[config.mk]
export PLATFORM = sky130hd
export DESIGN_NAME = spw_ulight_rx_pkt_reader_flat
export DESIGN_NICKNAME = d
export VERILOG_FILES = /design/src/rtl/spw_ulight_pkg.sv /design/src/rtl/spw_ulight_rx_pkt_reader_if.sv /design/src/rtl/spw_ulight_rx_pkt_reader.sv /design/src/flat_wrapper.sv
export SDC_FILE = /design/constraint.sdc
export NUM_CORES = 1
export LEC_CHECK = 0
export ABC_CLOCK_PERIOD_IN_PS = 5800
export CORE_MARGIN = 4
export CORE_UTILIZATION = 57
export CTS_CLUSTER_SIZE = 40
export DETAILED_ROUTE_END_ITERATION = 10
export PLACE_DENSITY = 0.95
export SLEW_MARGIN = 40
export SYNTH_ARGS = -nofsm -noshare
export SYNTH_HDL_FRONTEND = slang
export SYNTH_SLANG_ARGS = --single-unit
[constraint.sdc]
create_clock -name clock -period 5.8 [get_ports clock]
set_input_delay 1.16 -clock clock [delete_from_list [all_inputs] [get_ports clock]]
set_output_delay 1.16 -clock clock [all_outputs]
set_load 0.005 [all_outputs]
[src/rtl/spw_ulight_pkg.sv]
// Shared SpaceWire ultra-light definitions: RX FIFO marker codes, reader FSM states
// and the RX entry classifier.
package spw_ulight_pkg;

    localparam logic [8:0] EOP_CODE = 9'h100;
    localparam logic [8:0] EEP_CODE = 9'h101;

    typedef enum logic [1:0] {
        IDLE,
        RD,
        OUT
    } rd_state_e;

    typedef enum logic [1:0] {
        ENT_DATA,
        ENT_EOP,
        ENT_EEP,
        ENT_IGNORE
    } entry_kind_e;

    function automatic entry_kind_e decode_entry(input logic [8:0] entry);
        if (!entry[8])
            return ENT_DATA;
        else if (entry == EOP_CODE)
            return ENT_EOP;
        else if (entry == EEP_CODE)
            return ENT_EEP;
        else
            return ENT_IGNORE;
    endfunction

endpackage

[src/rtl/spw_ulight_rx_pkt_reader_if.sv]
// Bundle of RX FIFO read port, host byte stream and packet status for the RX packet reader.
interface spw_ulight_rx_pkt_reader_if #(
    parameter int LEN_W = 16
);

    logic             enable;
    logic             f_empty_rx;
    logic [8:0]       datarx_flag;
    logic             read_rx_fifo_en;
    logic [7:0]       m_data;
    logic             m_valid;
    logic             m_ready;
    logic             m_first;
    logic             m_last;
    logic             pkt_done;
    logic [LEN_W-1:0] pkt_len;
    logic             pkt_eep;
    logic             pkt_trunc;
    logic [LEN_W-1:0] pkt_count;

    modport master (
        input  enable,
        input  f_empty_rx,
        input  datarx_flag,
        input  m_ready,
        output read_rx_fifo_en,
        output m_data,
        output m_valid,
        output m_first,
        output m_last,
        output pkt_done,
        output pkt_len,
        output pkt_eep,
        output pkt_trunc,
        output pkt_count
    );

    modport slave (
        output enable,
        output f_empty_rx,
        output datarx_flag,
        output m_ready,
        input  read_rx_fifo_en,
        input  m_data,
        input  m_valid,
        input  m_first,
        input  m_last,
        input  pkt_done,
        input  pkt_len,
        input  pkt_eep,
        input  pkt_trunc,
        input  pkt_count
    );

endinterface

[src/rtl/spw_ulight_rx_pkt_reader.sv]
// Drains flag+byte entries from the SpaceWire RX FIFO, strips EOP/EEP and emits a
// first/last framed byte stream plus per-packet length/EEP/truncation status.
module spw_ulight_rx_pkt_reader
    import spw_ulight_pkg::*;
#(
    parameter int MAX_PKT_LEN = 1024,
    parameter int LEN_W       = 16
) (
    input  logic                            clock,
    input  logic                            reset,
    spw_ulight_rx_pkt_reader_if.master      bus
);

    localparam logic [LEN_W-1:0] MAX_LEN = LEN_W'(MAX_PKT_LEN);

    rd_state_e        state_q, state_d;
    logic             pend_vld_q, pend_vld_d;
    logic [7:0]       pend_byte_q, pend_byte_d;
    logic             pend_first_q, pend_first_d;
    logic [7:0]       out_data_q, out_data_d;
    logic             out_first_q, out_first_d;
    logic             out_last_q, out_last_d;
    logic [LEN_W-1:0] cnt_q, cnt_d;
    logic             trunc_q, trunc_d;
    logic             eep_q, eep_d;
    logic             done_q, done_d;
    logic [LEN_W-1:0] len_q, len_d;
    logic             peep_q, peep_d;
    logic             ptrunc_q, ptrunc_d;
    logic [LEN_W-1:0] count_q, count_d;

    entry_kind_e kind;
    logic        rd_go;

    assign kind  = decode_entry(bus.datarx_flag);
    assign rd_go = bus.enable & ~bus.f_empty_rx;

    always_ff @(posedge clock or posedge reset) begin
        if (reset) begin
            state_q      <= IDLE;
            pend_vld_q   <= 1'b0;
            pend_byte_q  <= '0;
            pend_first_q <= 1'b0;
            out_data_q   <= '0;
            out_first_q  <= 1'b0;
            out_last_q   <= 1'b0;
            cnt_q        <= '0;
            trunc_q      <= 1'b0;
            eep_q        <= 1'b0;
            done_q       <= 1'b0;
            len_q        <= '0;
            peep_q       <= 1'b0;
            ptrunc_q     <= 1'b0;
            count_q      <= '0;
        end else begin
            state_q      <= state_d;
            pend_vld_q   <= pend_vld_d;
            pend_byte_q  <= pend_byte_d;
            pend_first_q <= pend_first_d;
            out_data_q   <= out_data_d;
            out_first_q  <= out_first_d;
            out_last_q   <= out_last_d;
            cnt_q        <= cnt_d;
            trunc_q      <= trunc_d;
            eep_q        <= eep_d;
            done_q       <= done_d;
            len_q        <= len_d;
            peep_q       <= peep_d;
            ptrunc_q     <= ptrunc_d;
            count_q      <= count_d;
        end
    end

    always_comb begin
        state_d      = state_q;
        pend_vld_d   = pend_vld_q;
        pend_byte_d  = pend_byte_q;
        pend_first_d = pend_first_q;
        out_data_d   = out_data_q;
        out_first_d  = out_first_q;
        out_last_d   = out_last_q;
        cnt_d        = cnt_q;
        trunc_d      = trunc_q;
        eep_d        = eep_q;
        done_d       = 1'b0;
        len_d        = len_q;
        peep_d       = peep_q;
        ptrunc_d     = ptrunc_q;
        count_d      = count_q;

        unique case (state_q)
            IDLE: begin
                if (rd_go)
                    state_d = RD;
            end
            RD: begin
                state_d = IDLE;
                unique case (kind)
                    ENT_DATA: begin
                        // Saturated packets keep the last held byte in pend so it can still close as last.
                        if (cnt_q == MAX_LEN) begin
                            trunc_d = 1'b1;
                        end else begin
                            cnt_d = cnt_q + 1'b1;
                            if (pend_vld_q) begin
                                out_data_d  = pend_byte_q;
                                out_first_d = pend_first_q;
                                out_last_d  = 1'b0;
                                state_d     = OUT;
                            end
                            pend_vld_d   = 1'b1;
                            pend_byte_d  = bus.datarx_flag[7:0];
                            pend_first_d = (cnt_q == '0);
                        end
                    end
                    ENT_EOP, ENT_EEP: begin
                        if (pend_vld_q) begin
                            out_data_d  = pend_byte_q;
                            out_first_d = pend_first_q;
                            out_last_d  = 1'b1;
                            eep_d       = (kind == ENT_EEP);
                            pend_vld_d  = 1'b0;
                            state_d     = OUT;
                        end else begin
                            done_d   = 1'b1;
                            len_d    = cnt_q;
                            peep_d   = (kind == ENT_EEP);
                            ptrunc_d = trunc_q;
                            count_d  = count_q + 1'b1;
                            cnt_d    = '0;
                            trunc_d  = 1'b0;
                            eep_d    = 1'b0;
                        end
                    end
                    default: ;
                endcase
            end
            OUT: begin
                if (bus.m_ready) begin
                    if (out_last_q) begin
                        done_d   = 1'b1;
                        len_d    = cnt_q;
                        peep_d   = eep_q;
                        ptrunc_d = trunc_q;
                        count_d  = count_q + 1'b1;
                        cnt_d    = '0;
                        trunc_d  = 1'b0;
                        eep_d    = 1'b0;
                    end
                    state_d = rd_go ? RD : IDLE;
                end
            end
            default: state_d = IDLE;
        endcase
    end

    always_comb begin
        // Strobe is combinational from state, so it is gated by reset to keep outputs low in reset.
        bus.read_rx_fifo_en = ~reset & rd_go &
                              ((state_q == IDLE) | ((state_q == OUT) & bus.m_ready));
        bus.m_valid         = (state_q == OUT);
    end

    assign bus.m_data    = out_data_q;
    assign bus.m_first   = out_first_q;
    assign bus.m_last    = out_last_q;
    assign bus.pkt_done  = done_q;
    assign bus.pkt_len   = len_q;
    assign bus.pkt_eep   = peep_q;
    assign bus.pkt_trunc = ptrunc_q;
    assign bus.pkt_count = count_q;

endmodule

[src/flat_wrapper.sv]
// flat-port wrapper written by rule: the top's interface ports become plain ports
module spw_ulight_rx_pkt_reader_flat import spw_ulight_pkg::*;
#(
    parameter int MAX_PKT_LEN = 1024,
    parameter int LEN_W       = 16
)
  (clock, reset, bus_enable, bus_f_empty_rx, bus_datarx_flag, bus_m_ready, bus_read_rx_fifo_en, bus_m_data, bus_m_valid, bus_m_first, bus_m_last, bus_pkt_done, bus_pkt_len, bus_pkt_eep, bus_pkt_trunc, bus_pkt_count);
  spw_ulight_rx_pkt_reader_if #(.LEN_W(LEN_W)) bus_i ();
  input  logic clock;
  input  logic reset;
  input wire logic [$bits(bus_i.enable)-1:0] bus_enable;
  input wire logic [$bits(bus_i.f_empty_rx)-1:0] bus_f_empty_rx;
  input wire logic [$bits(bus_i.datarx_flag)-1:0] bus_datarx_flag;
  input wire logic [$bits(bus_i.m_ready)-1:0] bus_m_ready;
  output wire logic [$bits(bus_i.read_rx_fifo_en)-1:0] bus_read_rx_fifo_en;
  output wire logic [$bits(bus_i.m_data)-1:0] bus_m_data;
  output wire logic [$bits(bus_i.m_valid)-1:0] bus_m_valid;
  output wire logic [$bits(bus_i.m_first)-1:0] bus_m_first;
  output wire logic [$bits(bus_i.m_last)-1:0] bus_m_last;
  output wire logic [$bits(bus_i.pkt_done)-1:0] bus_pkt_done;
  output wire logic [$bits(bus_i.pkt_len)-1:0] bus_pkt_len;
  output wire logic [$bits(bus_i.pkt_eep)-1:0] bus_pkt_eep;
  output wire logic [$bits(bus_i.pkt_trunc)-1:0] bus_pkt_trunc;
  output wire logic [$bits(bus_i.pkt_count)-1:0] bus_pkt_count;
  assign bus_i.enable = bus_enable;
  assign bus_i.f_empty_rx = bus_f_empty_rx;
  assign bus_i.datarx_flag = bus_datarx_flag;
  assign bus_i.m_ready = bus_m_ready;
  assign bus_read_rx_fifo_en = bus_i.read_rx_fifo_en;
  assign bus_m_data = bus_i.m_data;
  assign bus_m_valid = bus_i.m_valid;
  assign bus_m_first = bus_i.m_first;
  assign bus_m_last = bus_i.m_last;
  assign bus_pkt_done = bus_i.pkt_done;
  assign bus_pkt_len = bus_i.pkt_len;
  assign bus_pkt_eep = bus_i.pkt_eep;
  assign bus_pkt_trunc = bus_i.pkt_trunc;
  assign bus_pkt_count = bus_i.pkt_count;
  spw_ulight_rx_pkt_reader #(.MAX_PKT_LEN(MAX_PKT_LEN), .LEN_W(LEN_W)) u_core (.clock(clock), .reset(reset), .bus(bus_i));
endmodule
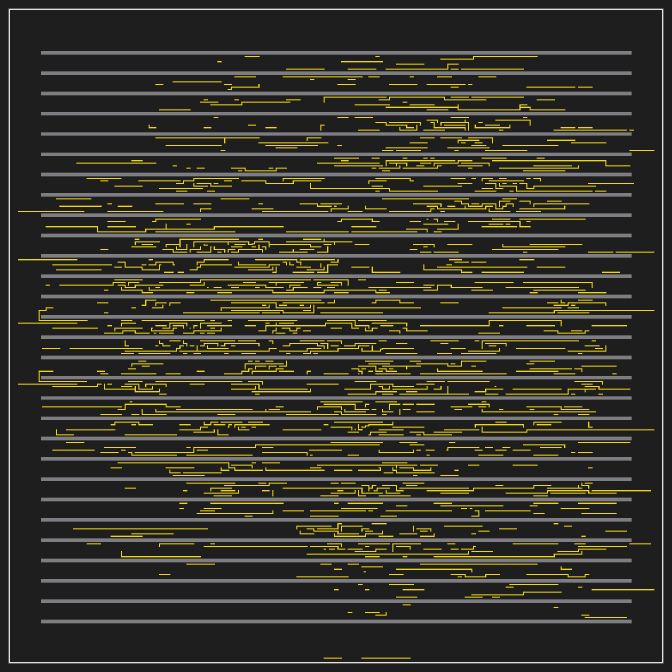
**Above:** the metal 1 layer.
Supply wires on this layer in grey.
The layer carries 3280 um of wire. The longest straight run is 21.6 um. The wires run mostly horizontal. 363 nets have wire on it. The layer holds 42% of the routed length.
final WL: 7.79 mm
met1 Use GR: 0.283
via count: 2770

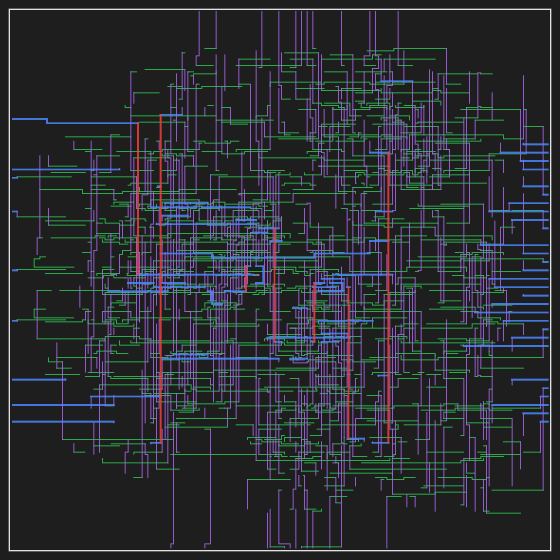
**Above:** signal wires by layer.
Key: green = metal 1 [wire length 3280 um]; blue = metal 3 [wire length 508 um]; purple = metal 2 [wire length 3820 um]; red = metal 4 [wire length 181 um]
drt wl/cell: 16.9 um
gr usage total: 0.225

-- registers in the layout (all words and copies together) (netlist names), 2 cells and up --
register,count
u_core.pend_byte_q,8
u_core.bus.m_data,8
u_core.state_q,2
u_core.bus.pkt_len,16
u_core.cnt_q,16
u_core.bus.pkt_count,16
-- power groups by stage --
stage / combinational, mW / clock [mW] / sequential (mW)
2_1_floorplan: 0.341 / 0 / 0.739
3_3_place_gp: 0.558 / 0 / 0.745
3_5_place_dp: 0.579 / 0 / 0.755
4_1_cts: 0.585 / 0.426 / 0.745
5_1_grt: 0.654 / 0.452 / 0.765
6_report: 0.589 / 0.418 / 0.745
-- final timing paths --
check / slack (ns) / endpoint / cells past startpoint / from
setup / recovery: 1.89 / u_core.cnt_q[15]$_DFFE_PP0P_ / 8 / bus_datarx_flag[4]
min in group asynchronous: 1.22 / u_core.bus.pkt_count[11]$_DFFE_PP0P_ / 2 / reset
max in group asynchronous: 3.57 / u_core.bus.pkt_eep$_DFFE_PP0P_ / 3 / reset
hold / removal: 0.48 / u_core.pend_byte_q[0]$_DFFE_PP0P_ / 2 / u_core.pend_byte_q[0]$_DFFE_PP0P_
hold reg to reg: 0.48 / u_core.pend_byte_q[0]$_DFFE_PP0P_ / 2 / u_core.pend_byte_q[0]$_DFFE_PP0P_
setup reg to reg: 2.94 / u_core.bus.m_data[5]$_DFFE_PP0P_ / 7 / u_core.cnt_q[0]$_DFFE_PP0P_
-- kinds of logic after synthesis --
family / Yosys count / synth area share
simple gates: 91 / 0.135
flops: 75 / 0.523
compound gates: 61 / 0.106
mux: 39 / 0.121
buf+inv: 33 / 0.0426
xor+xnor: 15 / 0.0366
fa+ha+maj: 10 / 0.0349
-- tightest hold or removal path, stage by stage (launching register included) --
cell	delay (ns)
dfrtp_1	0.34
nand2_1	0.04
o21ai_0	0.06
==> out/qor.yml <==
status: "finished clean"
cts_resized: 0
antenna_cells: 0
placementRows: 28
antenna_found_initial: 0
fmax_mhz: 256
flop_cell: "dfrtp_1"
fin_crit_ns: 3.91
clkbuf_count: 11
area_delta_synth_final_pct: 23.7
fp_util: 0.595
worst_pin_slew_ns: 0.659
dr.max_layer_used: "met4"
synth-edff-count: 0
swShare: 0.320
synthArstFlopShare: 1.00
fp.dieH_um: 87.3
setup.worst_path.end_class: "register"
power_density_nw_per_um2: 395
final_common_cell: "dfrtp_1"
post-route-period-util: 0.673
drive_gt1_frac: 0.140
grt_max_degree: 48
p_leak_nw: 1.90
seq_cells: 75
common_cells: "dfrtp_1, mux2_2, o21ai_0"
crit_path_start_kind: "input port"
Power and IR drop assume default switching activity.
